## config.mk

```make
export PLATFORM = sky130hd
export DESIGN_NAME = fetch_stream
export DESIGN_NICKNAME = d
export VERILOG_FILES = /design/src/rtl/fetch_stream_pkg.sv /design/src/rtl/fetch_inflight.sv /design/src/rtl/fetch_stream.sv
export SDC_FILE = /design/constraint.sdc
export NUM_CORES = 2
export LEC_CHECK = 0
export CORE_ASPECT_RATIO = 0.7
export CORE_MARGIN = 2
export CORE_UTILIZATION = 40
export DETAILED_ROUTE_END_ITERATION = 8
export HOLD_SLACK_MARGIN = 0.15
export PLACE_DENSITY_LB_ADDON = 0.2
export SLEW_MARGIN = 30
export SYNTH_ARGS = -nofsm -noshare
export SYNTH_HDL_FRONTEND = slang
export SYNTH_SLANG_ARGS = --single-unit
```

## constraint.sdc

```tcl
create_clock -name clk -period 18.1 [get_ports clk]
set_clock_uncertainty 0.05 [all_clocks]
set_input_delay 3.62 -clock clk [delete_from_list [all_inputs] [get_ports clk]]
set_output_delay 3.62 -clock clk [all_outputs]
set_load 0.01 [all_outputs]
```

## src/rtl/fetch_stream_pkg.sv

```systemverilog
// Types shared by the fetch-stream line buffer and its request tracker.
package fetch_stream_pkg;

  // Which rule produced this cycle's memory request.
  typedef enum logic [1:0] {
    SRC_NONE = 2'd0,
    SRC_MISS = 2'd1,
    SRC_PRED = 2'd2,
    SRC_LR   = 2'd3
  } req_src_e;

  // Candidate slots outside the prediction window: one demand miss, one link-register hint.
  localparam int REQ_SRC_FIXED = 2;

endpackage

```

## src/rtl/fetch_inflight.sv

```systemverilog
// Shift pipeline of outstanding line requests with address match against candidates.
module fetch_inflight
  import fetch_stream_pkg::*;
#(
  parameter int ADDR_W = 12,
  parameter int STAGES = 3,
  parameter int N_CMP  = 5
) (
  input  logic                    clk,
  input  logic                    rstn,
  input  logic                    flush,
  input  logic                    i_issue,
  input  logic [ADDR_W-1:0]       i_addr,
  input  logic [N_CMP*ADDR_W-1:0] i_cmp_addr,
  output logic [N_CMP-1:0]        o_match,
  output logic                    o_head_vld,
  output logic                    o_ret_vld,
  output logic [ADDR_W-1:0]       o_ret_addr
);

  logic [STAGES-1:0] r_vld;
  logic [ADDR_W-1:0] r_addr [STAGES];

  // Stage 0 is the request on the memory bus; the last stage is the line returning now.
  always_ff @(posedge clk) begin
    if (!rstn || flush) begin
      r_vld <= '0;
    end else begin
      r_vld <= {r_vld[STAGES-2:0], i_issue};
    end
  end

  always_ff @(posedge clk) begin
    r_addr[0] <= i_addr;
    for (int s = 1; s < STAGES; s++) begin
      r_addr[s] <= r_addr[s-1];
    end
  end

  always_comb begin
    o_match = '0;
    for (int c = 0; c < N_CMP; c++) begin
      for (int s = 0; s < STAGES; s++) begin
        if (r_vld[s] && (r_addr[s] == i_cmp_addr[c*ADDR_W +: ADDR_W])) begin
          o_match[c] = 1'b1;
        end
      end
    end
  end

  assign o_head_vld = r_vld[0];
  assign o_ret_vld  = r_vld[STAGES-1];
  assign o_ret_addr = r_addr[STAGES-1];

endmodule

```

## src/rtl/fetch_stream.sv

```systemverilog
// Instruction line buffer with per-port lookup, sequential prefetch and link-register hint.
`ifndef LEN_WORD
`define LEN_WORD 32
`endif
`ifndef LEN_INST
`define LEN_INST 32
`endif
`ifndef LEN_MEMISTR_ADDR
`define LEN_MEMISTR_ADDR 12
`endif
`ifndef LOG_FETCH_PARA
`define LOG_FETCH_PARA 1
`endif
`ifndef DECODE_PARA
`define DECODE_PARA 2
`endif

module fetch_stream
  import fetch_stream_pkg::*;
#(
  parameter int LEN_MEMISTR_ADDR = `LEN_MEMISTR_ADDR,
  parameter int LOG_FETCH_PARA   = `LOG_FETCH_PARA,
  parameter int N_PORT           = `DECODE_PARA,
  parameter int DEPTH            = 8,
  parameter int MEM_LATENCY      = 2,
  parameter int PREDICT_DEPTH    = 3
) (
  input  logic                                      clk,
  input  logic                                      rstn,
  input  logic [N_PORT-1:0]                         order,
  input  logic [`LEN_WORD*N_PORT-1:0]               pc,
  output logic [N_PORT-1:0]                         done,
  output logic [`LEN_INST*N_PORT-1:0]               instr,
  input  logic [`LEN_WORD-1:0]                      lr_d,
  input  logic                                      flush,
  output logic                                      mem_req,
  output logic [LEN_MEMISTR_ADDR-1:0]               a_inst_mem,
  input  logic [`LEN_INST*(2**LOG_FETCH_PARA)-1:0]  d_inst_mem_r
);

  localparam int FETCH_PARA = 2**LOG_FETCH_PARA;
  localparam int AW         = LEN_MEMISTR_ADDR;
  localparam int IW         = `LEN_INST;
  localparam int WW         = `LEN_WORD;
  localparam int LW         = IW * FETCH_PARA;
  localparam int VW         = (DEPTH > 1) ? $clog2(DEPTH) : 1;
  localparam int NCAND      = PREDICT_DEPTH + REQ_SRC_FIXED;
  localparam int STAGES     = MEM_LATENCY + 1;
  localparam int LSB        = LOG_FETCH_PARA + 2;

  logic [DEPTH-1:0] r_valid;
  logic [AW-1:0]    r_tag  [DEPTH];
  logic [LW-1:0]    r_data [DEPTH];
  logic [VW-1:0]    r_victim;
  logic [AW-1:0]    r_last_found;
  logic [AW-1:0]    r_a_inst_mem;

  logic [AW-1:0]             w_line [N_PORT];
  logic [LOG_FETCH_PARA-1:0] w_off  [N_PORT];
  logic [AW-1:0]             w_lr_line;
  logic [N_PORT-1:0]         w_hit;
  logic [LW-1:0]             w_hit_data [N_PORT];
  logic                      w_unused;

  logic          w_miss_any, w_hit_any;
  logic [AW-1:0] w_miss_line, w_hit_line, w_base;

  logic [AW-1:0]       w_cand [NCAND];
  logic [NCAND-1:0]    w_cand_en, w_cand_buf, w_cand_fly;
  logic [NCAND*AW-1:0] w_cand_flat;

  req_src_e      w_src;
  logic [AW-1:0] w_req_addr;
  logic          w_issue;
  logic          w_head_vld, w_ret_vld, w_fill;
  logic [AW-1:0] w_ret_addr;

  // PC and hint decode; byte-offset and high PC bits do not address the buffer.
  always_comb begin
    for (int i = 0; i < N_PORT; i++) begin
      w_line[i] = pc[i*WW+LSB +: AW];
      w_off[i]  = pc[i*WW+2 +: LOG_FETCH_PARA];
    end
    w_lr_line = lr_d[LSB +: AW];
  end

  assign w_unused = ^{pc, lr_d};

  // Lookup: first instruction of a line sits in the most significant slice.
  always_comb begin
    done  = '0;
    instr = '0;
    for (int i = 0; i < N_PORT; i++) begin
      w_hit[i]      = 1'b0;
      w_hit_data[i] = '0;
      for (int e = 0; e < DEPTH; e++) begin
        if (r_valid[e] && (r_tag[e] == w_line[i])) begin
          w_hit[i]      = 1'b1;
          w_hit_data[i] = r_data[e];
        end
      end
      done[i] = order[i] & w_hit[i];
      for (int j = 0; j < FETCH_PARA; j++) begin
        if (done[i] && (int'(w_off[i]) == FETCH_PARA-1-j)) begin
          instr[i*IW +: IW] = w_hit_data[i][j*IW +: IW];
        end
      end
    end
  end

  always_comb begin
    w_miss_any  = 1'b0;
    w_miss_line = '0;
    for (int i = N_PORT-1; i >= 0; i--) begin
      if (order[i] && !w_hit[i]) begin
        w_miss_any  = 1'b1;
        w_miss_line = w_line[i];
      end
    end
    w_hit_any  = 1'b0;
    w_hit_line = '0;
    for (int i = 0; i < N_PORT; i++) begin
      if (done[i]) begin
        w_hit_any  = 1'b1;
        w_hit_line = w_line[i];
      end
    end
    w_base = w_miss_any ? w_miss_line : (w_hit_any ? w_hit_line : r_last_found);
  end

  // Candidate order: demand miss, then base+1..base+PREDICT_DEPTH, then the hint.
  always_comb begin
    w_cand[0]    = w_miss_line;
    w_cand_en[0] = w_miss_any;
    for (int j = 1; j <= PREDICT_DEPTH; j++) begin
      w_cand[j]    = w_base + AW'(j);
      w_cand_en[j] = 1'b1;
    end
    w_cand[NCAND-1]    = w_lr_line;
    w_cand_en[NCAND-1] = 1'b1;
    for (int c = 0; c < NCAND; c++) begin
      w_cand_buf[c] = 1'b0;
      for (int e = 0; e < DEPTH; e++) begin
        if (r_valid[e] && (r_tag[e] == w_cand[c])) begin
          w_cand_buf[c] = 1'b1;
        end
      end
      w_cand_flat[c*AW +: AW] = w_cand[c];
    end
  end

  always_comb begin
    w_src      = SRC_NONE;
    w_req_addr = r_a_inst_mem;
    for (int c = NCAND-1; c >= 0; c--) begin
      if (w_cand_en[c] && !w_cand_buf[c] && !w_cand_fly[c]) begin
        w_req_addr = w_cand[c];
        if (c == 0) begin
          w_src = SRC_MISS;
        end else if (c == NCAND-1) begin
          w_src = SRC_LR;
        end else begin
          w_src = SRC_PRED;
        end
      end
    end
    w_issue = (w_src != SRC_NONE) && !flush;
  end

  fetch_inflight #(
    .ADDR_W (AW),
    .STAGES (STAGES),
    .N_CMP  (NCAND)
  ) u_inflight (
    .clk        (clk),
    .rstn       (rstn),
    .flush      (flush),
    .i_issue    (w_issue),
    .i_addr     (w_req_addr),
    .i_cmp_addr (w_cand_flat),
    .o_match    (w_cand_fly),
    .o_head_vld (w_head_vld),
    .o_ret_vld  (w_ret_vld),
    .o_ret_addr (w_ret_addr)
  );

  assign w_fill = w_ret_vld & ~flush;

  // Control state; the victim pointer survives a flush so replacement keeps rotating.
  always_ff @(posedge clk) begin
    if (!rstn) begin
      r_valid      <= '0;
      r_victim     <= '0;
      r_last_found <= '0;
      r_a_inst_mem <= '0;
    end else begin
      if (w_issue) begin
        r_a_inst_mem <= w_req_addr;
      end
      if (flush) begin
        r_valid      <= '0;
        r_last_found <= '0;
      end else begin
        if (w_fill) begin
          r_valid[r_victim] <= 1'b1;
          r_victim          <= (r_victim == VW'(DEPTH-1)) ? '0 : r_victim + 1'b1;
        end
        if (w_hit_any) begin
          r_last_found <= w_hit_line;
        end
      end
    end
  end

  always_ff @(posedge clk) begin
    if (w_fill) begin
      r_tag[r_victim]  <= w_ret_addr;
      r_data[r_victim] <= d_inst_mem_r;
    end
  end

  assign mem_req    = w_head_vld;
  assign a_inst_mem = r_a_inst_mem;

endmodule
```

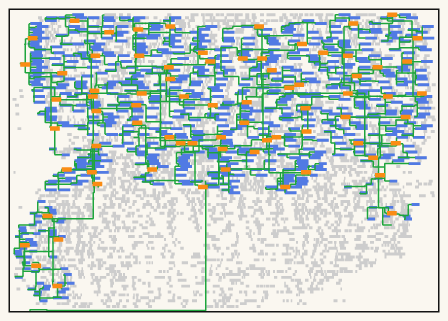
Fig. 1. Clock network drawn from the DEF.
Key: orange = clock drivers [count 74]; green = clock wires [length 9,090 um]; blue = flip-flops [count 682]
There are 75 routed clock nets.

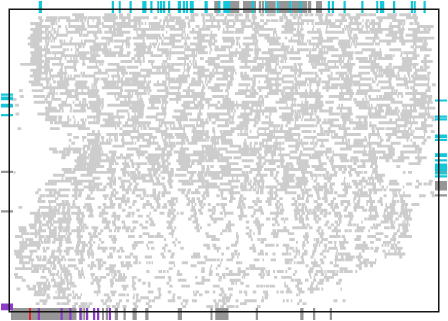
Fig. 2. I/O pins on the die edge.
Pins as bars across the die edge, other pins in grey.
Key: red = clk [pins 1, direction input, edge bottom]; purple = a_inst_mem [pins 12, direction output, edge 8 bottom, 4 left]; cyan = d_inst_mem_r [pins 64, direction input, edge 42 top, 16 right, 6 left]
horizontal extent of the die: 399 um
floorplan die height: 281 um
number of port buffers: 185

==> qor.log <==
[status] result of the run finished, final reports clean
[logic_synthesis] total of flip-flops plus latches after synthesis 682
[logic_synthesis] Adders+Majority by Area 0.172%
[finish] Flop area 19,700 um^2
[finish] most frequent cells in the layout sky130_fd_sc_hd__edfxtp_1 (608), sky130_fd_sc_hd__xnor2_1 (549), sky130_fd_sc_hd__a21oi_1 (460)
[cts] TritonCTS clock tree done
[logic_synthesis] Synth top cells by count sky130_fd_sc_hd__edfxtp_1 (608), sky130_fd_sc_hd__xnor2_1 (554), sky130_fd_sc_hd__a21oi_1 (460)
[finish] final design utilization 45.8%
[global_routing] initial antenna violation count 22
[setup_path] critical-path maximum fanout 66
[global_routing] wire length of the first global-routing pass 273,000 um
[setup_path] type of element capturing the critical path register
[detailed_routing] DR DRC count 0
[logic_synthesis] count of library flops with an enable pin 608
[cts] hold-fix buffer count after cts 0
[detailed_routing] Vias per Instance 6.33
[logic_synthesis] number of distinct standard cells referenced by the synthesized netlist 111
[logic_synthesis] commonest register cell after synthesis sky130_fd_sc_hd__edfxtp_1
[placement] final estimated routing congestion in global placement 1.07
[final_timing] Worst Max-Slew Pin Slew 1.08 ns
[logic_synthesis] fraction of registers with async set or reset after synthesis 0%
[final_timing] endpoints failing setup 0
[logic_synthesis] # Cells Yosys 4,438
[cts] number of gates resized after CTS 0
[global_routing] aggregate global-route resource usage 34.6%
[logic_synthesis] yosys stat area 43,700 um^2
[floorplanning] total number of placement rows 101
[placement] Detailed Place HPWL 135,000 um
[logic_synthesis] biggest area consumer among synthesized cells sky130_fd_sc_hd__edfxtp_1
[final_timing] Final Hold Violating Endpoints 0
[logic_synthesis] fraction of post-synthesis cell area in the top cell type by area 41.8%
[logic_synthesis] Post-synth seq share 45.2%
[global_routing] maximum number of pins on one net before global-route repair 131
[logic_synthesis] largest cells by area after synthesis sky130_fd_sc_hd__edfxtp_1 (42%), sky130_fd_sc_hd__xnor2_1 (11%), sky130_fd_sc_hd__a21oi_1 (5.3%)
[logic_synthesis] Top logic family XOR/XNOR gates
[cts] CTS Sinks 682
[finish] final cell count without fillers 5,940
[setup_path] WS Path Type primary input to register
[detailed_routing] First DRT Iteration DRCs 6,369
[final_timing] worst hold margin 0.387 ns
[finish] post-layout instance area 49,700 um^2
[logic_synthesis] synthesized area 43,700 um^2
[setup_path] critical path data required time 18.59 ns
[worst_hold_path] Min-Delay Path Class register to register
[power] VDD IR max 0.0710 mV
[detailed_routing] average routed wire per standard cell 33.2 um
[final_timing] setup slack of the critical path after layout 4.28 ns
[cts] clock transition time at the flip-flop clock pins of the worst setup and hold paths 0.06 ns
[job] number of warnings in the stage logs 98
[detailed_routing] detailed-routing iteration count for the pre-antenna-repair pass 7
[setup_path] arrival time at the worst endpoint 14.31 ns
[final_timing] post-route minimum period 13.82 ns
[cts] buffers inserted during post-CTS setup optimization 0
[placement] cell area after placement 47,100 um^2
[cts] worst skew pair latency 0.65 ns
[logic_synthesis] total of warnings raised by yosys 0
[logic_synthesis] xor/xnor cell area share of the yosys netlist 16.9%
[final_timing] Max-slew headroom 27.9%
[cts] total clock buffers created by CTS 74
[finish] Area growth, synth to finish 13.6%
[floorplanning] Core Util at FP 40.3%
[logic_synthesis] top-count cell post-synth sky130_fd_sc_hd__edfxtp_1
[final_timing] Final period util 76.4%
[power] Total Power Consumption 3.87 mW
[finish] number of fill cells 10,200
[logic_synthesis] post-synthesis mux area share 3.20%
[floorplanning] area inside the core boundary 108,000 um^2
[job] reported max-cap violation count 0
[cts] clock root buffer sky130_fd_sc_hd__clkbuf_16
[final_timing] RSZ-0062 raised after global routing no
[logic_synthesis] Synth Instances 4,438
[floorplanning] Chip Footprint 112,000 um^2
[logic_synthesis] Post-Synth AOI/OAI Area 14.5%
[logic_synthesis] syn nets 4,609
[detailed_routing] antenna violation net count after detailed routing 0
[global_routing] number of global-route vias before repair 34,222
[finish] area of combinational cells with multiple inputs 22,300 um^2
[final_timing] peak clock frequency supported by timing 0.0724 GHz
[finish] fraction of final layout cells sized beyond drive strength 1 10.0%
[floorplanning] I/O pin cnt 244
[logic make-up (layout without fill, tap and decap cells)]
| logic type | after synthesis | count (layout) |
|---|---|---|
| simple gates | 1399 | 1399 |
| compound gates | 1019 | 1019 |
| xor+xnor | 799 | 799 |
| flops | 682 | 682 |
| buf+inv | 456 | 510 |
| mux | 77 | 77 |
| fa+ha+maj | 6 | 6 |
| other cells | 0 | 6 |
[final timing paths]
check,depth (start not counted),slack [ns],from,to
hold / removal,0,0.39,u_inflight.r_addr[0][21],u_inflight.r_addr[0][33]
setup / recovery,25,4.28,pc[4],a_inst_mem[7]
hold reg to reg,0,0.39,u_inflight.r_addr[0][21],u_inflight.r_addr[0][33]
setup reg to reg,24,7.54,r_tag[7][11],a_inst_mem[7]
[layer usage]
metal  wire [um]  track usage [%]
met2       75200             45.1
met4        4390             7.86
met5         109                0
met1       89700             54.5
met3       27600             10.8
[worst max-delay path: stages]
cell,delay [ns]
sky130_fd_sc_hd__clkdlybuf4s50_1,1.18
sky130_fd_sc_hd__xnor2_1,0.20
sky130_fd_sc_hd__nand4_1,0.18
sky130_fd_sc_hd__nor4_2,0.38
sky130_fd_sc_hd__buf_12,0.36
sky130_fd_sc_hd__nor4_2,0.06
sky130_fd_sc_hd__buf_4,0.23
sky130_fd_sc_hd__nand3_1,0.45
sky130_fd_sc_hd__mux2i_4,0.92
sky130_fd_sc_hd__o31a_1,0.96
sky130_fd_sc_hd__inv_2,0.53
sky130_fd_sc_hd__ha_1,0.48
sky130_fd_sc_hd__and3_1,0.46
sky130_fd_sc_hd__nand3_1,0.77
sky130_fd_sc_hd__nor2_2,0.03
sky130_fd_sc_hd__buf_4,0.26
sky130_fd_sc_hd__xnor2_1,0.62
sky130_fd_sc_hd__xnor2_1,0.18
sky130_fd_sc_hd__nand4_1,0.17
sky130_fd_sc_hd__o311ai_0,0.23
sky130_fd_sc_hd__nor3_1,0.57
sky130_fd_sc_hd__and2_1,0.43
sky130_fd_sc_hd__o41ai_2,0.18
sky130_fd_sc_hd__and2_1,0.33
sky130_fd_sc_hd__a22o_1,0.28
[layout make-up]
class                           instances  area share (%)
Timing Repair Buffer                  341            6.26
Tap cell                             1442            3.63
Sequential cell                       682            39.8
Clock buffer                           93            3.98
Inverter                               34           0.262
Clock inverter                         42            1.10
Multi-Input combinational cell       3300            45.0
Antenna cell                            6          0.0302
[where the power goes]
part	switching (mW)	internal, mW
Combinational	0.335	0.188
Sequential	0.0304	1.73
Clock	0.675	0.915
Total	1.04	2.83
[sequential cells by signal, summed over array words and instances (netlist names)]
| signal | count |
|---|---|
| u_inflight.r_addr | 36 |
| r_tag | 96 |
| r_last_found | 12 |
| u_inflight.r_vld | 3 |
| r_valid | 8 |
| r_victim | 3 |
| r_data | 512 |
| a_inst_mem | 12 |
No activity file was given, so power comes from the tool's default toggle rates.
